$ cat config.mk
export PLATFORM = sky130hd
export DESIGN_NAME = fb_scan_scheduler
export DESIGN_NICKNAME = d
export VERILOG_FILES = /design/src/rtl/fb_scan_scheduler.sv
export SDC_FILE = /design/constraint.sdc
export NUM_CORES = 1
export LEC_CHECK = 0
export CAP_MARGIN = 20
export CELL_PAD_IN_SITES_DETAIL_PLACEMENT = 0
export CELL_PAD_IN_SITES_GLOBAL_PLACEMENT = 1
export CORE_ASPECT_RATIO = 1.4
export CORE_MARGIN = 3
export CORE_UTILIZATION = 29
export DETAILED_ROUTE_END_ITERATION = 8
export PLACE_DENSITY_LB_ADDON = 0.3
export SETUP_SLACK_MARGIN = 0.15
export SLEW_MARGIN = 5
export SYNTH_ARGS = -nofsm -noshare
export SYNTH_HDL_FRONTEND = slang
export SYNTH_SLANG_ARGS = --single-unit
$ cat constraint.sdc
create_clock -name clk -period 3.4 [get_ports clk]
set_input_delay 0.34 -clock clk [delete_from_list [all_inputs] [get_ports clk]]
set_output_delay 0.34 -clock clk [all_outputs]
set_load 0.02 [all_outputs]
$ cat src/rtl/fb_scan_scheduler.sv
// Frame-memory arbiter: scanout line prefetch into a ping-pong line buffer vs a valid/ready pixel writer.
// Line-buffer write lands 1 cycle after each read; under contention the writer only waits out fetch-read slots.
module fb_scan_scheduler #(
  parameter int SRC_WIDTH  = 320,
  parameter int SRC_HEIGHT = 240,
  parameter int ADDR_W     = 17,
  parameter int DATA_W     = 24
) (
  input  logic              clk,
  input  logic              rst,
  input  logic              fetch_start,
  input  logic [7:0]        fetch_line,
  output logic              fetch_busy,
  output logic              fetch_done,
  output logic              lb_we,
  output logic              lb_bank,
  output logic [8:0]        lb_addr,
  output logic [DATA_W-1:0] lb_wdata,
  input  logic              wr_valid,
  output logic              wr_ready,
  input  logic [ADDR_W-1:0] wr_addr,
  input  logic [DATA_W-1:0] wr_data,
  output logic [ADDR_W-1:0] mem_addr,
  output logic              mem_re,
  output logic              mem_we,
  output logic [DATA_W-1:0] mem_wdata,
  input  logic [DATA_W-1:0] mem_rdata,
  output logic              err_overrun
);

  localparam int IDX_W = 9;
  localparam logic [ADDR_W-1:0] FB_WORDS = ADDR_W'(SRC_WIDTH * SRC_HEIGHT);
  localparam logic [IDX_W-1:0]  IDX_LAST = IDX_W'(SRC_WIDTH - 1);

  typedef enum logic {ST_IDLE, ST_FETCH} state_t;

  state_t            state_q, state_d;
  logic              run_q, run_d;
  logic              bank_q, bank_d;
  logic              lb_bank_q, lb_bank_d;
  logic              alt_q, alt_d;
  logic              err_q, err_d;
  logic              rd_pend_q, rd_pend_d;
  logic [IDX_W-1:0]  idx_q, idx_d;
  logic [IDX_W-1:0]  rd_idx_q, rd_idx_d;
  logic [ADDR_W-1:0] base_q, base_d;

  logic busy;
  logic accept;
  logic rd_issue;
  logic line_ok;
  logic wr_in_range;

  assign busy        = (state_q == ST_FETCH) || rd_pend_q;
  assign line_ok     = int'(fetch_line) < SRC_HEIGHT;
  assign accept      = fetch_start && !busy && line_ok;
  assign wr_in_range = wr_addr < FB_WORDS;

  // Memory port: one op per cycle. alt_q set means the last contended slot went to the fetch.
  always_comb begin
    mem_re    = 1'b0;
    mem_we    = 1'b0;
    mem_addr  = '0;
    mem_wdata = '0;
    wr_ready  = 1'b0;
    rd_issue  = 1'b0;
    alt_d     = alt_q;
    if (state_q == ST_FETCH) begin
      if (wr_valid && alt_q) begin
        wr_ready = 1'b1;
        alt_d    = 1'b0;
        if (wr_in_range) begin
          mem_we    = 1'b1;
          mem_addr  = wr_addr;
          mem_wdata = wr_data;
        end
      end else begin
        rd_issue = 1'b1;
        mem_re   = 1'b1;
        mem_addr = base_q + ADDR_W'(idx_q);
        alt_d    = 1'b1;
      end
    end else if (run_q) begin
      // run_q keeps the writer grant low until the first clock after reset release.
      wr_ready = 1'b1;
      if (wr_valid && wr_in_range) begin
        mem_we    = 1'b1;
        mem_addr  = wr_addr;
        mem_wdata = wr_data;
      end
    end
  end

  always_comb begin
    state_d   = state_q;
    run_d     = 1'b1;
    bank_d    = bank_q;
    lb_bank_d = lb_bank_q;
    idx_d     = idx_q;
    base_d    = base_q;
    rd_pend_d = rd_issue;
    rd_idx_d  = rd_issue ? idx_q : rd_idx_q;
    err_d     = err_q | (fetch_start && (busy || !line_ok));
    if (accept) begin
      state_d   = ST_FETCH;
      base_d    = ADDR_W'(fetch_line) * ADDR_W'(SRC_WIDTH);
      idx_d     = '0;
      lb_bank_d = bank_q;
      bank_d    = ~bank_q;
    end
    if (rd_issue) begin
      if (idx_q == IDX_LAST) begin
        state_d = ST_IDLE;
      end else begin
        idx_d = idx_q + 1'b1;
      end
    end
  end

  always_ff @(posedge clk or negedge rst) begin
    if (!rst) begin
      state_q   <= ST_IDLE;
      run_q     <= 1'b0;
      bank_q    <= 1'b0;
      lb_bank_q <= 1'b0;
      alt_q     <= 1'b0;
      err_q     <= 1'b0;
      rd_pend_q <= 1'b0;
      idx_q     <= '0;
      rd_idx_q  <= '0;
      base_q    <= '0;
    end else begin
      state_q   <= state_d;
      run_q     <= run_d;
      bank_q    <= bank_d;
      lb_bank_q <= lb_bank_d;
      alt_q     <= alt_d;
      err_q     <= err_d;
      rd_pend_q <= rd_pend_d;
      idx_q     <= idx_d;
      rd_idx_q  <= rd_idx_d;
      base_q    <= base_d;
    end
  end

  assign fetch_busy  = busy;
  assign lb_we       = rd_pend_q;
  assign lb_bank     = rd_pend_q & lb_bank_q;
  assign lb_addr     = rd_pend_q ? rd_idx_q : '0;
  assign lb_wdata    = rd_pend_q ? mem_rdata : '0;
  assign fetch_done  = rd_pend_q && (rd_idx_q == IDX_LAST);
  assign err_overrun = err_q;

endmodule

Fig. 1: run 1, metal 3
Cells faint in the background.
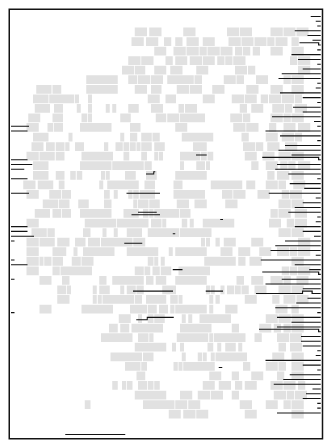
share of all routed wire: 8.2%
main direction: horizontal
wire length on this layer: 724 um

Fig. 2: run 1, a small window of the routed layout
Window x 24 to 64, y 41 to 81 um. Cells in grey, sequential cells in the stronger grey; small squares are vias.
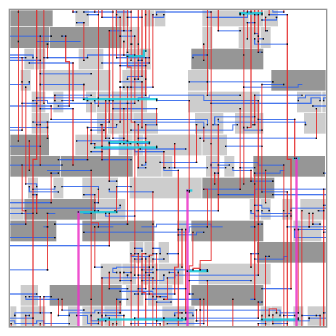
legend:
  blue:
    layer: M1
  red:
    layer: M2
  magenta:
    layer: M4
  cyan:
    layer: M3
netlist names of flops here include: `base_q` (8), `idx_q` (3), `rd_idx_q` (3)
sequential cells in the window: 17
cells with their middle in the window: 91
most frequent: nand2_1 (18), dfrtp_1 (17), o21ai_0 (6)

Fig. 3: run 1, wiring heat map
The bar under the picture is 20 um long. The die is cut into 18 by 24 equal tiles; white is low, dark blue is high, scaled to the fullest tile. Values are wire area over tile area, all layers added.
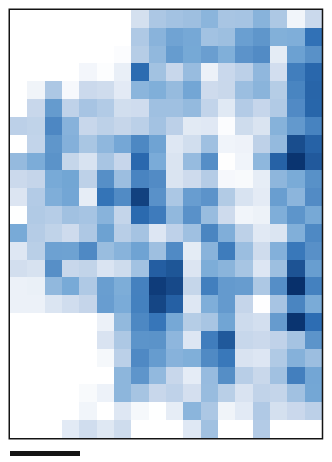
fullest tile: 0.40
tiles over half the peak: 25%
emptiest ninth of the die: lower left
Via Count: 2847
overall fraction of global-route tracks in use: 15.8%

Fig. 4: run 1, clock nets
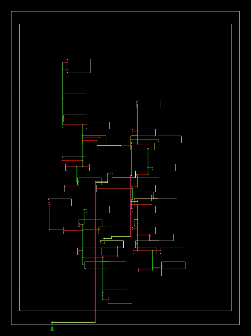
TritonCTS buffer count: 5
Clock net power: 456 uW
number of sinks on the clock net: 36
number of clock buffers in the layout: 7

==> run 1: cells by family after synthesis <==
kind of cell,count (synthesis),synth area share [%]
fa+ha+maj,18,8.64
simple gates,142,27.6
xor+xnor,11,3.47
buf+inv,26,5.67
flops,36,32.4
mux,5,1.89
other cells,1,0.135
compound gates,71,20.2
==> run 1: Yosys cell counts (3+ instances only) <==
cell type / instances
a211oi_1: 4
a21o_1: 7
a21oi_1: 3
a22o_1: 4
a22o_2: 11
and2_1: 59
and3_1: 3
buf_2: 5
buf_6: 6
clkbuf_1: 5
dfrtp_1: 36
ha_1: 16
inv_1: 8
mux2i_1: 3
nand2_1: 49
nand3_1: 7
nand4_1: 4
nand4b_1: 4
nor2_1: 5
nor4_1: 4
o21ai_0: 16
o31ai_1: 4
xnor2_1: 8
xor2_1: 3
==> Flow_metrics.wiki, run 1 <==
== Metrics ==
{| class="wikitable"
! Metric !! Value
|-
| Number of buffers outside the clock class in the layout || 160
|-
| Status || complete, no violations
|-
| Tool warning count || 26
|-
| Flip-flop and latch area || 901 um2
|-
| Final period util || 90.6%
|-
| RSZ-0062 raised after global routing || false
|-
| Sequential fraction of the synthesis area || 32.4%
|-
| Core Region || 9180 um2
|-
| Crit Path Category || flop to output port
|-
| Non-filler instance count after layout || 568
|-
| Final Hold Fails || 0
|-
| Number of antenna violations at the first check in global routing || 0
|-
| Number of combinational gates with multiple inputs || 248
|-
| Number of placement rows || 41
|-
| Post-CTS Setup Bufs || 0
|-
| Count of library flops with an enable pin || 0
|-
| Highest-count cells in the layout ignoring fill and taps || clkdlybuf4s50_1, and2_1, nand2_1
|-
| Warning count from the yosys run || 0
|-
| Crit-path cells || ha_1, inv_1, fa_1, nor2b_2, o2111ai_1, xnor2_1, a22o_2, clkdlybuf4s50_1
|-
| Fraction of area in multi-input gates || 37.9%
|-
| Crit path capture || mem_addr[16]
|}
==> run 2: changes to the inputs <==
Settings changed: SLEW_MARGIN 5 to default, TNS_END_PERCENT from default to 20.
Fig. 5: run 2, clock nets
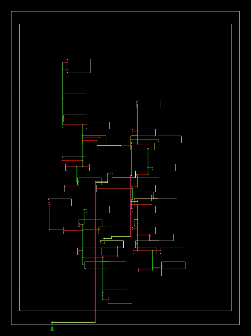
flip-flop and latch count: 36
worst skew pair latency: 0.27 ns
Setup Skew: 0.00338 ns

Fig. 6: run 2, routed clock nets over the placement
The bar under the picture is 20 um long.
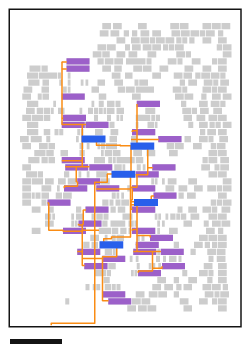
legend:
  orange:
    item: clock wires
    length: 486 um
  blue:
    item: clock-net drivers
    count: 5
  purple:
    item: flip-flops
    count: 36
routed clock nets: 6

==> Flow_metrics.wiki, run 2 <==
== Metrics ==
{| class="wikitable"
! Metric !! Value
|-
| Tool warning count || 26 (unchanged)
|-
| Fraction of area in multi-input gates || 37.9% (unchanged)
|-
| Number of sinks on the clock net || 36 (unchanged)
|-
| Status || complete, no violations
|-
| Number of placement rows || 41 (unchanged)
|-
| Synth logic family || simple AND/OR/NAND/NOR gates
|-
| Final period util || 90.6% (unchanged)
|-
| Crit Path Category || flop to output port
|-
| MUX area fraction || 1.89% (unchanged)
|-
| Post-CTS Setup Bufs || 0 (unchanged)
|-
| Synth Area in XOR/XNOR || 3.47% (unchanged)
|-
| Number of antenna violations at the first check in global routing || 0 (unchanged)
|-
| Core Region || 9180 um2 (unchanged)
|-
| Cell with the most instances after synthesis || and2_1
|-
| Flip-flop and latch area || 901 um2 (unchanged)
|-
| Number of combinational gates with multiple inputs || 248 (unchanged)
|-
| Sequential fraction of the synthesis area || 32.4% (unchanged)
|-
| Via Count || 2847 (unchanged)
|-
| Non-filler instance count after layout || 568 (unchanged)
|-
| Number of buffers outside the clock class in the layout || 160 (unchanged)
|-
| Number of clock buffers in the layout || 7 (unchanged)
|-
| RSZ-0062 raised after global routing || false
|-
| Post-synthesis adder-cell area fraction || 8.64% (unchanged)
|-
| Overall fraction of global-route tracks in use || 15.8% (unchanged)
|}
run 2: how the worst max path moves through the flow:
stage / from / depth (start not counted) / end
after floorplan: fetch_line[1] / 7 / base_q[15]
after global placement: wr_valid / 7 / mem_addr[15]
after detailed placement: idx_q[6] / 8 / mem_addr[16]
after CTS: idx_q[6] / 8 / mem_addr[16]
after global routing: idx_q[6] / 8 / mem_addr[16]
final: idx_q[6] / 8 / mem_addr[16]
run 2: critical path: stages (launching register included):
cell and delay, ns:
dfrtp_1 0.45, ha_1 0.21, inv_1 0.06, fa_1 0.41, nor2b_2 0.19, o2111ai_1 0.14, xnor2_1 0.19, a22o_2 0.19
clkdlybuf4s50_1 0.63
Power and IR drop assume default switching activity.
